### Routing congestion map, run 1

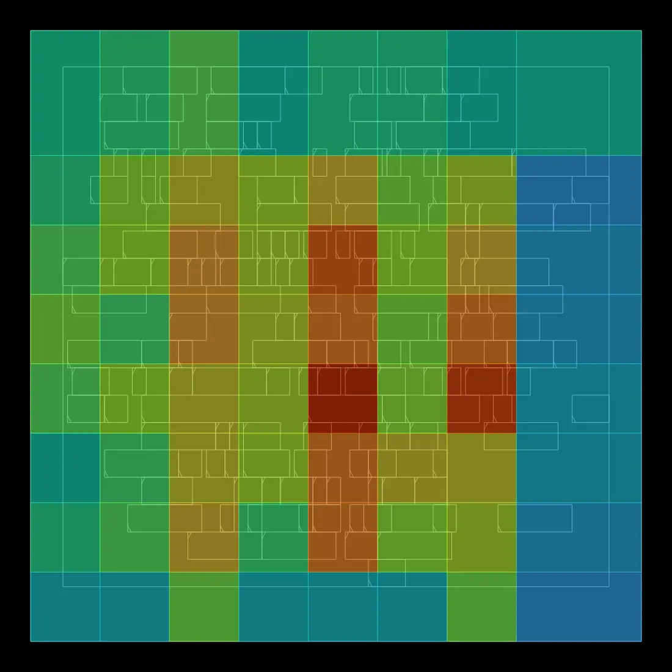
### Local utilization, run 1

Bar = 20 um. 6 x 6 tiles, from dark blue (low) to red (high), 0 to 100% covered.
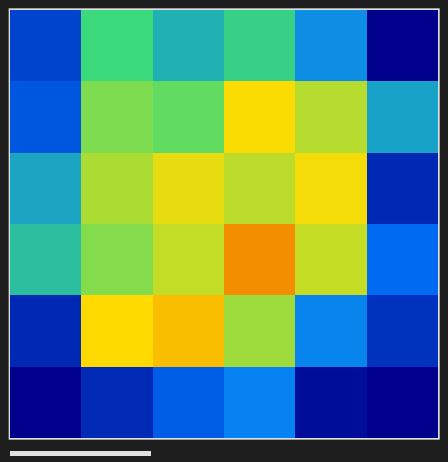
### Cell sizes after repair, run 1

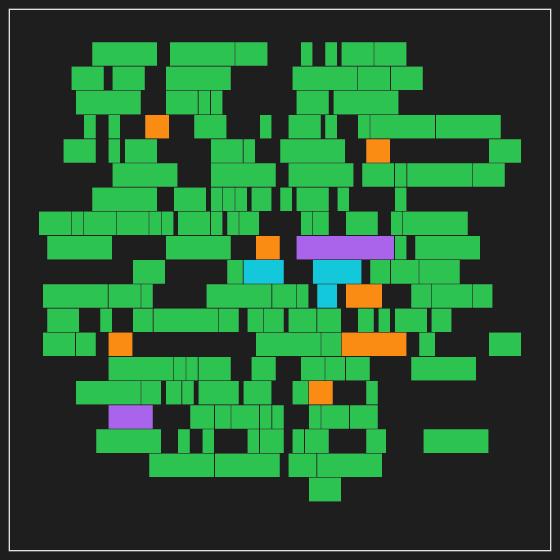
### Placement by cell class, run 1

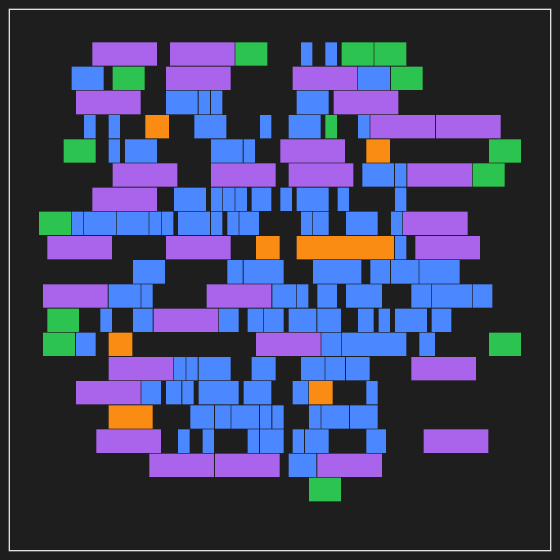
<file path="src/rtl/uart_rx.sv">
// uart_rx: 8N1 serial receiver with 2-flop input synchronizer and mid-bit sampling
module uart_rx #(
   parameter int CLKS_PER_BIT = 16
) (
   input  logic       clk,
   input  logic       rst_n,
   input  logic       rx,
   output logic [7:0] data_out,
   output logic       data_valid,
   output logic       frame_err,
   output logic       busy
);
   localparam int CW = $clog2(CLKS_PER_BIT);
   localparam logic [CW-1:0] HALF = CW'(CLKS_PER_BIT / 2 - 1);
   localparam logic [CW-1:0] LAST = CW'(CLKS_PER_BIT - 1);
   typedef enum logic [2:0] {IDLE, START, DATA, STOP, WAIT_IDLE} state_t;
   state_t state, state_n;
   logic rx_m, rx_s;
   logic [CW-1:0] cnt, cnt_n;
   logic [2:0] bit_idx, bit_idx_n;
   logic [7:0] shreg, shreg_n, data_out_n;
   logic dv_n, fe_n;

   assign busy = state != IDLE;

   // synchronizer, FSM state, datapath and registered output pulses
   always_ff @(posedge clk) begin
      if (!rst_n) begin
         rx_m       <= 1'b1;
         rx_s       <= 1'b1;
         state      <= IDLE;
         cnt        <= '0;
         bit_idx    <= '0;
         shreg      <= '0;
         data_out   <= '0;
         data_valid <= 1'b0;
         frame_err  <= 1'b0;
      end else begin
         rx_m       <= rx;
         rx_s       <= rx_m;
         state      <= state_n;
         cnt        <= cnt_n;
         bit_idx    <= bit_idx_n;
         shreg      <= shreg_n;
         data_out   <= data_out_n;
         data_valid <= dv_n;
         frame_err  <= fe_n;
      end
   end

   // next-state: start detect, mid-bit sampling, stop-bit validation
   always_comb begin
      state_n    = state;
      cnt_n      = cnt;
      bit_idx_n  = bit_idx;
      shreg_n    = shreg;
      data_out_n = data_out;
      dv_n       = 1'b0;
      fe_n       = 1'b0;
      case (state)
         IDLE: begin
            if (!rx_s) begin
               state_n = START;
               cnt_n   = '0;
            end
         end
         START: begin
            if (cnt == HALF) begin
               cnt_n     = '0;
               bit_idx_n = '0;
               state_n   = rx_s ? IDLE : DATA;
            end else cnt_n = cnt + 1'b1;
         end
         DATA: begin
            if (cnt == LAST) begin
               cnt_n            = '0;
               shreg_n[bit_idx] = rx_s;
               bit_idx_n        = (bit_idx == 3'd7) ? 3'd0 : bit_idx + 3'd1;
               state_n          = (bit_idx == 3'd7) ? STOP : DATA;
            end else cnt_n = cnt + 1'b1;
         end
         STOP: begin
            if (cnt == LAST) begin
               cnt_n      = '0;
               data_out_n = rx_s ? shreg : data_out;
               dv_n       = rx_s;
               fe_n       = !rx_s;
               state_n    = rx_s ? IDLE : WAIT_IDLE;
            end else cnt_n = cnt + 1'b1;
         end
         WAIT_IDLE: state_n = rx_s ? IDLE : WAIT_IDLE;
         default:   state_n = IDLE;
      endcase
   end
endmodule

</file>
<file path="config.mk">
export PLATFORM = sky130hd
export DESIGN_NAME = uart_rx
export DESIGN_NICKNAME = d
export VERILOG_FILES = /design/src/rtl/uart_rx.sv
export SDC_FILE = /design/constraint.sdc
export NUM_CORES = 1
export LEC_CHECK = 0
export CORE_MARGIN = 3
export CORE_UTILIZATION = 45
export CTS_BUF_LIST = sky130_fd_sc_hd__clkbuf_4 sky130_fd_sc_hd__clkbuf_8
export DETAILED_ROUTE_END_ITERATION = 6
export HOLD_SLACK_MARGIN = 0.08
export PLACE_DENSITY = 0.66
export RECOVER_POWER = 25
export REMOVE_ABC_BUFFERS = 1
export SETUP_SLACK_MARGIN = 0.5
export SLEW_MARGIN = 20
export SYNTH_ARGS = -nofsm -noshare
export SYNTH_HDL_FRONTEND = slang
export SYNTH_SLANG_ARGS = --single-unit
</file>
<file path="constraint.sdc">
create_clock -name clk -period 2.8 [get_ports clk]
set_input_delay 0.28 -clock clk [delete_from_list [all_inputs] [get_ports clk]]
set_output_delay 0.28 -clock clk [all_outputs]
set_load 0.02 [all_outputs]
</file>
==> results_dict.tcl, run 1 <==
# flow metrics
set metrics [dict create \
    top_area_share_pct 44.57 \
    period_needed_ns 2.148 \
    top_cell "dfxtp_1" \
    clock_insertion_delay_worst_skew_ns 0.33 \
    power_uw 820.6 \
    cp-start-kind "flop" \
    syn_to_final_growth_pct 14.76 \
    grt_overflow_total 0 \
    worstSetupStartpoint "state[2]" \
    crit_fanout 15 \
    dp.cells 179 \
    detail_route.wl_per_cell_um 12.93 \
    grt_pass1_wl_mm 3.960 \
    busiest_layer "met2" \
    wl_met2_mm 1.036 \
    cp_cell_sequence "nor3_1 -> inv_1 -> clkdlybuf4s50_1" \
    viasPerCell 5.392 \
    postSynthSeqShare_pct 44.57 \
    wl_met1_mm 1.202 \
    hold_viol 0 \
    design_area_um2 1546 \
    portBuffers 13 \
    nets 161 \
    synthFlopType "dfxtp_1" \
    cts_buffers 5 \
    core_um2 2805 \
    p_clk_share_pct 42.9 \
    drc 0 \
    yosysWarnings 0 \
    skew_ns 0.005687 \
    grt_max_degree 16 \
    irDropWorstVdd_uv 242.8 \
    fmax_mhz 465.5 \
    cts_setup_buffers 0 \
    power_frac_seq_pct 53.1 \
    netlist_area_um2 1348 \
    outcome "finished, final reports clean" \
    clock-root-buffer "clkbuf_4" \
    drive_gt1_share_pct 7.742 \
    pg_clk_uw 352 \
    synthArstFlopShare_pct 0 \
    num_vias 1003 \
    ys_sh_simple_pct 24.98 \
    switching_power_uw 170.1 \
    fp.dieH_um 60.72 \
    fp.dieW_um 60.72 \
    r2r_start "state[0]" \
    log.warning_count 25 \
    endpoint_kind "output pin" \
    fin_setup_tns_ns 0 \
    hpwl_mm 1.640 \
    cts_sinks 30 \
    grt_util_met1_pct 18.83 \
    final_cell_mix "30 x dfxtp_1, 26 x nand2_1, 19 x mux2i_1, 10 x nor2_1, 9 x clkdlybuf4s50_1" \
    maxCapViolations 0 \
    io_pins 14 \
    slew_headroom_pct 44.13 \
    clkTransAtPathRegs_ns 0.08 \
    layout_top_cell "dfxtp_1" \
    critPathRequiredTime_ns 2.52 \
    mux_share_pct 14.11 \
    num_antenna_cells 0 \
    rrSetupSlack_ns 0.86 \
    cts_htree_levels 2 \
    top_cells_by_count "30 x dfxtp_1, 26 x nand2_1, 19 x mux2i_1, 10 x nor2_1, 5 x nand3_1" \
    drtIter0Drc 36 \
    crit_arrival_ns 1.87 \
    worstMarginPinSlew_ns 0.8324 \
    grt_pass1_vias 898 \
    grt_util_met2_pct 21.53 \
    rsz0062_at_grt "no" \
    hold_path_end "rx_s" \
    pg_comb_uw 32.4 \
    setup_slack_ns 0.6517 \
    die_area_um2 3687 \
    yosys_area_um2 1348 \
    drt-total-wl_mm 2.405 \
    holdPathStages 1 \
    wl_met3_um 124 \
]
About 'Routing congestion map':
Total GRT Usage: 14.73%
Final Util: 55.13%

About 'Local utilization':
tiles over 75% full: 8.3%
emptiest ninth of the die: bottom right
densest ninth of the die: middle
mean over tiles: 41%

About 'Cell sizes after repair':
legend:
  purple:
    size: _6 and larger
    cells: 2
  green:
    size: _0 and _1 cells
    cells: 143
  cyan:
    size: _2 cells
    cells: 3
  orange:
    size: _3 and _4 cells
    cells: 7

About 'Placement by cell class':
legend:
  orange:
    class: clock drivers and dummy loads
    cells: 7
  blue:
    class: combinational and other logic
    cells: 104
  purple:
    class: sequential cells
    cells: 30
  green:
    class: remaining buffers and delay cells
    cells: 14

run 1: critical path: cells and delay by family (launching register included):
kind                   cells  cell delay, ns
buffers and inverters      2            0.68
AND/OR/NAND/NOR            1            0.18
flip-flops                 1            0.69
run 1: layout make-up:
class	instances	area [um2]	share of cell area [%]
Multi-Input combinational cell	100	676.9	43.77
Sequential cell	30	600.6	38.84
Timing Repair Buffer	14	133.9	8.657
Clock buffer	6	51.30	3.317
Tap cell	31	38.79	2.508
Clock inverter	1	30.03	1.942
Inverter	4	15.01	0.9709
run 1: sequential cells by signal, summed over array words and instances, names as in the netlist:
| signal | flops |
|---|---|
| data_out | 8 |
| shreg | 8 |
| cnt | 4 |
| bit_idx | 3 |
| state | 3 |
| data_valid | 1 |
| frame_err | 1 |
| rx_m | 1 |
| rx_s | 1 |
==> inputs of run 2 (changes only) <==
==> constraint.sdc (replaced) <==
create_clock -name clk -period 2.2 [get_ports clk]
set_input_delay 0.22 -clock clk [delete_from_list [all_inputs] [get_ports clk]]
set_output_delay 0.22 -clock clk [all_outputs]
set_load 0.02 [all_outputs]
### Local utilization, run 2

Bar = 20 um. 6 x 6 tiles, from dark blue (low) to red (high), 0 to 100% covered.
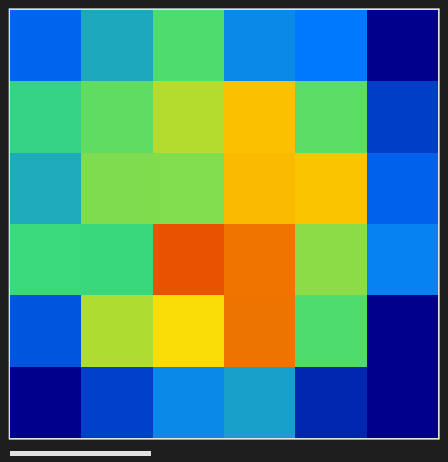
core box area: 2805 um2
initial core utilization: 48.04%
Final Util: 58.12%

### Placement by cell class, run 2

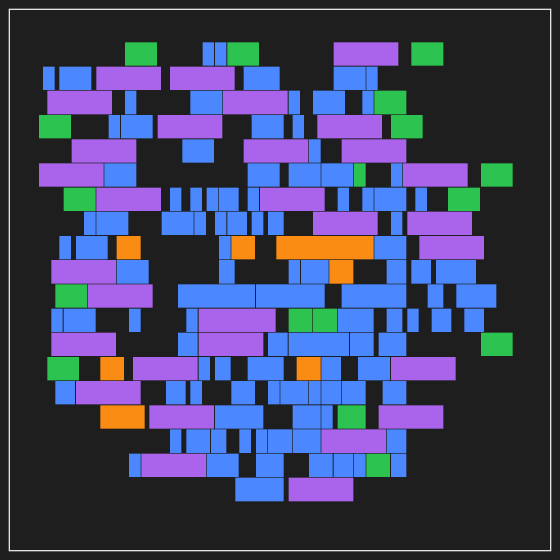
legend:
  green:
    class: remaining buffers and delay cells
    cells: 17
  purple:
    class: sequential cells
    cells: 30
  blue:
    class: combinational and other logic
    cells: 105
  orange:
    class: clock drivers and dummy loads
    cells: 7

### Wire density map, run 2

Bar = 20 um. 12 x 12 tiles, from dark blue (low) to red (high), scaled to the fullest tile. Values are wire area over tile area, all layers added.
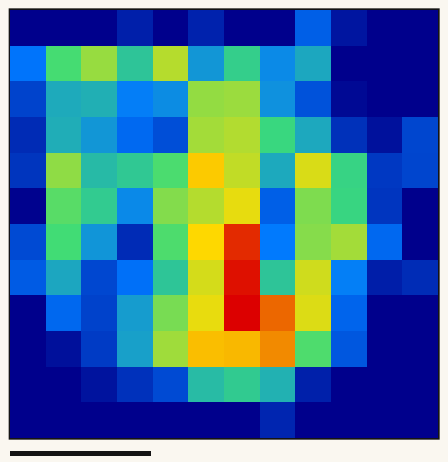
fullest tile: 0.39
tiles over half the peak: 25%
densest ninth of the die: middle
nearly empty tiles: 27%

==> results_dict.tcl, run 2 <==
# flow metrics
set metrics [dict create \
    outcome "finished, final reports clean" \
    largest_class "logic gates" \
    grt_util_met2_pct 23.97 \
    final_cell_mix "29 x dfxtp_1, 26 x nand2_1, 19 x mux2i_1, 10 x nor2_1, 7 x clkdlybuf4s50_1" \
    seq_cells 30 \
    rsz0062_at_grt "yes" \
    slew_headroom_pct 51.76 \
    top_area_share_pct 44.57 \
    seq_area_um2 604.3 \
    syn_to_final_growth_pct 20.98 \
    grt_max_degree 18 \
    switching_power_uw 218.9 \
    top_cells_by_count "30 x dfxtp_1, 26 x nand2_1, 19 x mux2i_1, 10 x nor2_1, 5 x nand3_1" \
    crit_family "AND-OR/OR-AND gates" \
    netlist_area_um2 1348 \
    cts_htree_levels 2 \
    yosys_area_um2 1348 \
    cts_sinks 30 \
    grt_util_all_layers_pct 15.57 \
    synthArstFlopShare_pct 0 \
    grt_pass1_vias 987 \
    seq_share_pct 37.07 \
    die_area_um2 3687 \
    logic_gates 101 \
    fp.dieH_um 60.72 \
    drive_gt1_share_pct 13.21 \
    holdPathStages 1 \
    synthFlopType "dfxtp_1" \
    log.warning_count 26 \
    fmax_mhz 572.1 \
    r2r_start "state[1]" \
    endpoint_kind "flop" \
    pg_comb_uw 43.8 \
    worstMarginPinSlew_ns 0.7236 \
    nets 165 \
    grt_overflow_total 0 \
    setup_slack_ns 0.4519 \
    pg_clk_uw 447 \
    fin_setup_tns_ns 0 \
    postSynthSeqShare_pct 44.57 \
    reg_top3 "data_out (8), shreg (8), cnt (4)" \
    num_antenna_cells 0 \
    portBuffers 13 \
    yosysWarnings 0 \
    rrSetupSlack_ns 0.45 \
    detail_route.wl_per_cell_um 13.92 \
    nonClkBufAreaFrac_pct 9.517 \
    busiest_layer "met2" \
    inv_count 4 \
    nNonClkBuffers 17 \
    hold_viol 0 \
    drt-total-wl_mm 2.645 \
    layout_top_cell "dfxtp_1" \
    crit_arrival_ns 1.96 \
    drc 0 \
    design_area_um2 1630 \
    num_vias 1040 \
    top_cell "dfxtp_1" \
    cp-start-kind "flop" \
    maxCapViolations 0 \
    clock_insertion_delay_worst_skew_ns 0.32 \
    cts_buffers 5 \
]
-- run 2: metal layers --
metal	share of wire (%)	wire length (um)	vias to the layer above
li1	-	-	526
met1	48	1274	493
met2	47	1242	17
met3	3.7	98	4
met4	1.1	29	0
met5	0	0	-
-- run 2: logic make-up (layout without fill, tap and decap cells) --
| family | after synthesis | count (layout) | synth area share, % |
|---|---|---|---|
| AOI/OAI and AO/OA | 12 | 12 | 7.893 |
| muxes | 19 | 19 | 14.11 |
| DFF | 30 | 30 | 44.57 |
| adders and majority gates | 3 | 3 | 2.786 |
| xor gates and xnor gates | 2 | 2 | 1.300 |
| buffers and inverters | 12 | 28 | 4.363 |
| and+or+nand+nor | 64 | 65 | 24.98 |
